==> src/rtl/if_fetch_unit_if.sv <==
// Instruction-memory request/acknowledge bus between the fetch stage and instruction memory.
`default_nettype none

interface if_fetch_unit_if;
    logic        req;
    logic [31:0] addr;
    logic        ack;
    logic [31:0] rdata;

    modport master (output req, output addr, input ack, input rdata);
    modport slave  (input req, input addr, output ack, output rdata);
endinterface

`default_nettype wire

==> src/rtl/if_fetch_unit.sv <==
// Instruction-fetch stage: holds the fetch PC, fetches over req/ack, feeds IF/ID
// through an output register plus a one-entry skid, and handles stall and redirect.
`default_nettype none

module if_fetch_unit #(
    parameter logic [31:0] RESET_PC  = 32'h0000_0000,
    parameter logic [31:0] NOP_INSTR = 32'h0000_0000
) (
    input  wire logic         clk,
    input  wire logic         rst_n,
    if_fetch_unit_if.master   imem,
    input  wire logic         stall_in,
    input  wire logic         redirect_in,
    input  wire logic [31:0]  redirect_pc,
    output logic [31:0]       instr_out,
    output logic [31:0]       pc_4_out,
    output logic              valid_out,
    output logic              flush_out
);

    typedef enum logic [1:0] {
        IDLE  = 2'd0,
        FETCH = 2'd1,
        DRAIN = 2'd2
    } state_t;

    state_t      state;
    logic [31:0] addr_q;
    logic [31:0] target_q;
    logic        req_q;
    logic        skid_valid;
    logic [31:0] skid_instr;
    logic [31:0] skid_pc_4;

    logic [31:0] target;
    logic [31:0] addr_plus_4;
    logic        xfer;
    logic        consume;
    logic        skid_fill;

    assign imem.req    = req_q;
    assign imem.addr   = addr_q;
    assign target      = {redirect_pc[31:2], 2'b00};
    assign addr_plus_4 = addr_q + 32'd4;
    assign xfer        = req_q & imem.ack;
    assign consume     = valid_out & ~stall_in;
    // The request is gated off while the skid is full, so a fill only happens into an empty skid.
    assign skid_fill   = xfer & valid_out & ~consume;

    always_ff @(posedge clk or negedge rst_n) begin
        if (!rst_n) begin
            state      <= IDLE;
            addr_q     <= RESET_PC;
            target_q   <= 32'h0;
            req_q      <= 1'b0;
            skid_valid <= 1'b0;
            skid_instr <= NOP_INSTR;
            skid_pc_4  <= 32'h0;
            valid_out  <= 1'b0;
            instr_out  <= NOP_INSTR;
            pc_4_out   <= 32'h0;
            flush_out  <= 1'b0;
        end else begin
            flush_out <= 1'b0;
            if (redirect_in) begin
                valid_out  <= 1'b0;
                instr_out  <= NOP_INSTR;
                skid_valid <= 1'b0;
                flush_out  <= 1'b1;
                req_q      <= 1'b1;
                // An outstanding request must still see its ack before the new address is issued.
                if (!req_q || imem.ack) begin
                    addr_q <= target;
                    state  <= FETCH;
                end else begin
                    target_q <= target;
                    state    <= DRAIN;
                end
            end else begin
                case (state)
                    IDLE: begin
                        state <= FETCH;
                        req_q <= 1'b1;
                    end
                    DRAIN: begin
                        if (imem.ack) begin
                            addr_q <= target_q;
                            state  <= FETCH;
                        end
                    end
                    FETCH: begin
                        if (xfer) begin
                            addr_q <= addr_plus_4;
                        end
                        if (consume) begin
                            if (skid_valid) begin
                                instr_out  <= skid_instr;
                                pc_4_out   <= skid_pc_4;
                                skid_valid <= 1'b0;
                            end else if (xfer) begin
                                instr_out <= imem.rdata;
                                pc_4_out  <= addr_plus_4;
                            end else begin
                                valid_out <= 1'b0;
                                instr_out <= NOP_INSTR;
                            end
                        end else if (xfer) begin
                            if (valid_out) begin
                                skid_instr <= imem.rdata;
                                skid_pc_4  <= addr_plus_4;
                                skid_valid <= 1'b1;
                            end else begin
                                instr_out <= imem.rdata;
                                pc_4_out  <= addr_plus_4;
                                valid_out <= 1'b1;
                            end
                        end
                        req_q <= ~(skid_fill | (skid_valid & ~consume));
                    end
                    default: begin
                        state <= IDLE;
                        req_q <= 1'b0;
                    end
                endcase
            end
        end
    end

endmodule

`default_nettype wire

==> src/flat_wrapper.sv <==
// flat-port wrapper written by rule: the top's interface ports become plain ports
module if_fetch_unit_flat 
#(
    parameter logic [31:0] RESET_PC  = 32'h0000_0000,
    parameter logic [31:0] NOP_INSTR = 32'h0000_0000
)
  (clk, rst_n, stall_in, redirect_in, redirect_pc, instr_out, pc_4_out, valid_out, flush_out, imem_req, imem_addr, imem_ack, imem_rdata);
  if_fetch_unit_if imem_i ();
  input  wire logic clk;
  input  wire logic rst_n;
  input  wire logic stall_in;
  input  wire logic redirect_in;
  input  wire logic [31:0] redirect_pc;
  output logic [31:0] instr_out;
  output logic [31:0] pc_4_out;
  output logic valid_out;
  output logic flush_out;
  output wire logic [$bits(imem_i.req)-1:0] imem_req;
  output wire logic [$bits(imem_i.addr)-1:0] imem_addr;
  input wire logic [$bits(imem_i.ack)-1:0] imem_ack;
  input wire logic [$bits(imem_i.rdata)-1:0] imem_rdata;
  assign imem_req = imem_i.req;
  assign imem_addr = imem_i.addr;
  assign imem_i.ack = imem_ack;
  assign imem_i.rdata = imem_rdata;
  if_fetch_unit #(.RESET_PC(RESET_PC), .NOP_INSTR(NOP_INSTR)) u_core (.clk(clk), .rst_n(rst_n), .imem(imem_i), .stall_in(stall_in), .redirect_in(redirect_in), .redirect_pc(redirect_pc), .instr_out(instr_out), .pc_4_out(pc_4_out), .valid_out(valid_out), .flush_out(flush_out));
endmodule
==> config.mk <==
export PLATFORM = sky130hd
export DESIGN_NAME = if_fetch_unit_flat
export DESIGN_NICKNAME = d
export VERILOG_FILES = /design/src/rtl/if_fetch_unit_if.sv /design/src/rtl/if_fetch_unit.sv /design/src/flat_wrapper.sv
export SDC_FILE = /design/constraint.sdc
export NUM_CORES = 1
export LEC_CHECK = 0
export ABC_AREA = 1
export CAP_MARGIN = 15
export CORE_MARGIN = 2
export CORE_UTILIZATION = 48
export DETAILED_ROUTE_END_ITERATION = 6
export GPL_TIMING_DRIVEN = 1
export PLACE_DENSITY = 0.74
export SYNTH_ARGS = -nofsm -noshare
export SYNTH_HDL_FRONTEND = slang
export SYNTH_SLANG_ARGS = --single-unit
==> constraint.sdc <==
create_clock -name clk -period 1.4 [get_ports clk]
set_input_delay 0.21 -clock clk [delete_from_list [all_inputs] [get_ports clk]]
set_output_delay 0.21 -clock clk [all_outputs]
set_load 0.01 [all_outputs]
**Track usage over the die**

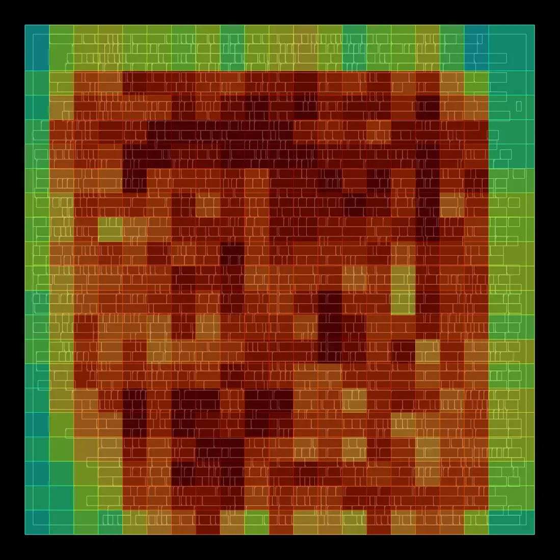
most utilized layer in the global route result: met2
met3 GRT Util: 8.11%

**M3 wires**

Bar = 50 um. Cells faint in the background.
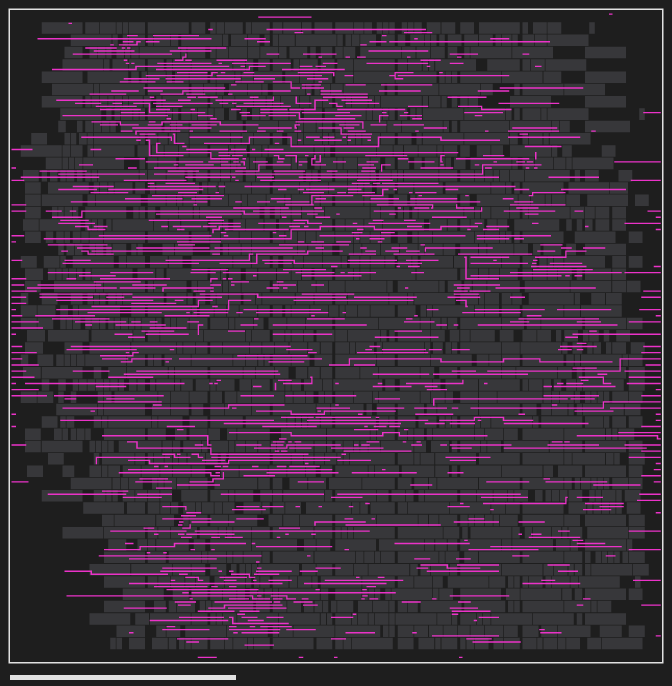
share of all routed wire: 14%
longest straight run: 72.5 um
wire length on this layer: 7320 um
main direction: horizontal
nets with wire on the layer: 551
via count of the routed design: 12.3k
DRT Wirelength: 52.1 mm

==> flow_results.xml <==
<?xml version="1.0" encoding="UTF-8"?>
<metrics>
  <group name="synthesis">
    <metric name="post_synth_and_or_nand_nor_area_fraction" unit="%">26.0</metric>
    <metric name="top_area_share" unit="%">50.5</metric>
    <metric name="synth.cellmix.compoundShare" unit="%">13.6</metric>
    <metric name="netlist_instances" unit="">1214</metric>
    <metric name="async_set_or_reset_flop_fraction_in_the_synthesized_netlist" unit="%">100</metric>
    <metric name="synth_top_cell_by_count" unit="">sky130_fd_sc_hd__nand2_1</metric>
    <metric name="synth.yosys.warnings" unit="">0</metric>
    <metric name="yosys-stat-cells" unit="">1214</metric>
    <metric name="biggest_area_consumer_among_synthesized_cells" unit="">sky130_fd_sc_hd__dfrtp_1</metric>
    <metric name="post_synth_main_logic_family" unit="">simple AND/OR/NAND/NOR gates</metric>
    <metric name="synthDistinctLibCells" unit="">34</metric>
    <metric name="synth.area.top_cells" unit="">sky130_fd_sc_hd__dfrtp_1, sky130_fd_sc_hd__nand2_1, sky130_fd_sc_hd__o21ai_0</metric>
    <metric name="post_synth_instance_area" unit="sq um">9410</metric>
    <metric name="yosys_adder_share" unit="%">0.133</metric>
  </group>
  <group name="detailed_routing">
    <metric name="drt-met1-wl" unit="mm">16.7</metric>
    <metric name="highest-signal-layer" unit="">met5</metric>
    <metric name="post_drt_via_cell_ratio" unit="">6.54</metric>
    <metric name="detail_route.drc_violations" unit="">0</metric>
  </group>
  <group name="clocking">
    <metric name="cts_num_sinks" unit="">190</metric>
    <metric name="cts_made_buffers" unit="">17</metric>
    <metric name="postCtsSetupBuffers" unit="">81</metric>
    <metric name="holdBufCountCts" unit="">1</metric>
    <metric name="tritoncts" unit="">done</metric>
    <metric name="cts_repair_resized_insts" unit="">480</metric>
    <metric name="cts-root-to-sink-buffers" unit="">2</metric>
    <metric name="clk_pin_slew" unit="ps">100</metric>
  </group>
  <group name="setup_path">
    <metric name="cp.arrival" unit="ps">2650</metric>
    <metric name="path_depth" unit="">9</metric>
    <metric name="reg2reg_depth" unit="">9</metric>
    <metric name="critical_path.max_stage_delay" unit="ps">390</metric>
    <metric name="critical_path.n_buffers_inverters" unit="">2</metric>
    <metric name="critPathKind" unit="">reg -&gt; reg</metric>
    <metric name="req_time_crit_path" unit="ps">1790</metric>
    <metric name="cp_startpoint_kind" unit="">flip-flop</metric>
    <metric name="critical_path.top_delay_family" unit="">simple AND/OR/NAND/NOR gates</metric>
  </group>
  <group name="run_status">
    <metric name="outcome" unit="">complete, but fails checks</metric>
    <metric name="failing_checks" unit="">setup timing</metric>
  </group>
  <group name="cells_and_area">
    <metric name="final_area" unit="sq um">16700</metric>
    <metric name="area.growth.synth_to_final" unit="%">77.4</metric>
    <metric name="number_of_nets_in_the_final_layout" unit="">1676</metric>
    <metric name="lay_top_cells" unit="">sky130_fd_sc_hd__nand2_1, sky130_fd_sc_hd__dfrtp_1, sky130_fd_sc_hd__buf_4</metric>
    <metric name="layout_cells_sized_above_1" unit="%">46.8</metric>
    <metric name="num-fill-cells" unit="">760</metric>
  </group>
  <group name="pwr">
    <metric name="power_per_cell_area" unit="nW/um^2">1660</metric>
    <metric name="vdd.ir_drop.worst" unit="mV">1.12</metric>
    <metric name="p_comb" unit="uW">13200</metric>
    <metric name="power_switching_share" unit="%">43.4</metric>
    <metric name="cellInternalPower" unit="uW">15700</metric>
    <metric name="power_frac_clock" unit="%">18.8</metric>
    <metric name="power.sequential.fraction" unit="%">33.8</metric>
  </group>
  <group name="floorplanning">
    <metric name="initCoreUtil" unit="%">48.7</metric>
    <metric name="std_cell_rows" unit="">51</metric>
    <metric name="die_x" unit="um">144</metric>
    <metric name="io-pin-count" unit="">168</metric>
  </group>
  <group name="final_timing">
    <metric name="hold_viol" unit="">0</metric>
    <metric name="rsz0062_at_grt" unit="">true</metric>
    <metric name="fin_ws" unit="ps">-853</metric>
    <metric name="worst_slew_margin_rel" unit="%">58.6</metric>
    <metric name="setup_viol" unit="">231</metric>
    <metric name="clock-skew-final" unit="ps">25.1</metric>
  </group>
  <group name="global_route">
    <metric name="grt_util_all_layers" unit="%">34.6</metric>
    <metric name="grt_util_met1" unit="%">44.9</metric>
    <metric name="grt_pass1_vias" unit="">10225</metric>
  </group>
  <group name="placed_design">
    <metric name="globalplace.congestion" unit="">0.933</metric>
  </group>
</metrics>
**M2 wires**

Cells faint in the background.
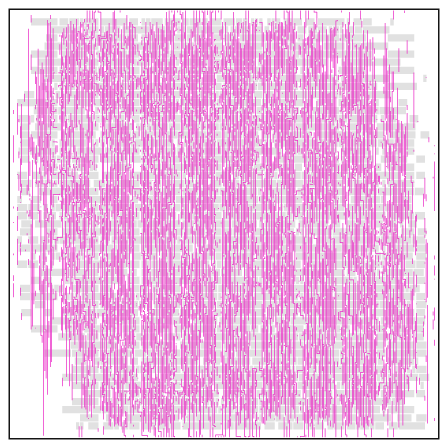
wire length on this layer: 22.5 mm
longest straight run: 55.9 um
nets with wire on the layer: 1576
main direction: vertical
met2 GRT Util: 54.9%

**Routed clock nets over the placement**

Bar = 50 um.
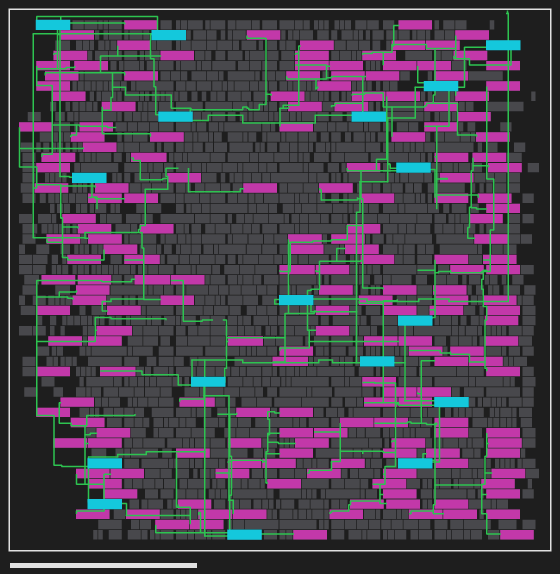
legend:
  cyan:
    item: clock drivers
    count: 17
  magenta:
    item: flip-flops
    count: 190
  green:
    item: clock wires
    length: 2910 um
routed clock nets: 18
flops lie: all over the die

state kept, by name, summed over array words and instances, names as in the netlist:
signal,flops
u_core.valid_out,1
u_core.target_q,30
u_core.pc_4_out,30
u_core.skid_pc_4,30
u_core.skid_valid,1
u_core.skid_instr,32
u_core.imem.addr,30
u_core.state,2
u_core.imem.req,1
u_core.instr_out,32
u_core.flush_out,1
kinds of logic (layout without fill, tap and decap cells):
kind of cell	Yosys count	in the layout
AOI/OAI and AO/OA	233	233
xor gates and xnor gates	15	15
adders and majority gates	1	1
buffers and inverters	172	574
DFF	190	190
other	1	4
and+or+nand+nor	602	602
layout make-up:
cell class	count	area, sq um	area share [%]
Clock buffer	18	439	2.63
Inverter	108	492	2.94
Clock inverter	14	146	0.877
Sequential cell	190	4770	28.5
Multi-Input combinational cell	855	5740	34.4
Timing Repair Buffer	433	4770	28.6
Timing Repair inverter	1	11.3	0.0674
Tap cell	265	332	1.99
worst paths after layout:
check / from / to / slack, ps
max in group asynchronous: rst_n / u_core.skid_pc_4[18] / 500
min reg2reg: u_core.instr_out[16] / u_core.instr_out[16] / 480
max: u_core.imem.addr[14] / u_core.imem.addr[18] / -850
max reg2reg: u_core.imem.addr[14] / u_core.imem.addr[18] / -850
min in group clk: imem_rdata[8] / u_core.skid_instr[8] / 330
min: rst_n / u_core.skid_instr[3] / 280
per-stage QoR:
stage	setup WS (ps)	util (%)	TNS [ps]	power [uW]	instances
CTS	-243	76.8	-17380	23200	1844
detailed placement	-468	63.7	-61060	16900	1720
global placement	-446	63.7	-56860	16600	1720
floorplan	-99.3	-	-5070	12300	1217
global route	-764	86.4	-72340	28400	1884
finish	-853	86.4	-68210	27800	1884
No activity file was given, so power comes from the tool's default toggle rates.
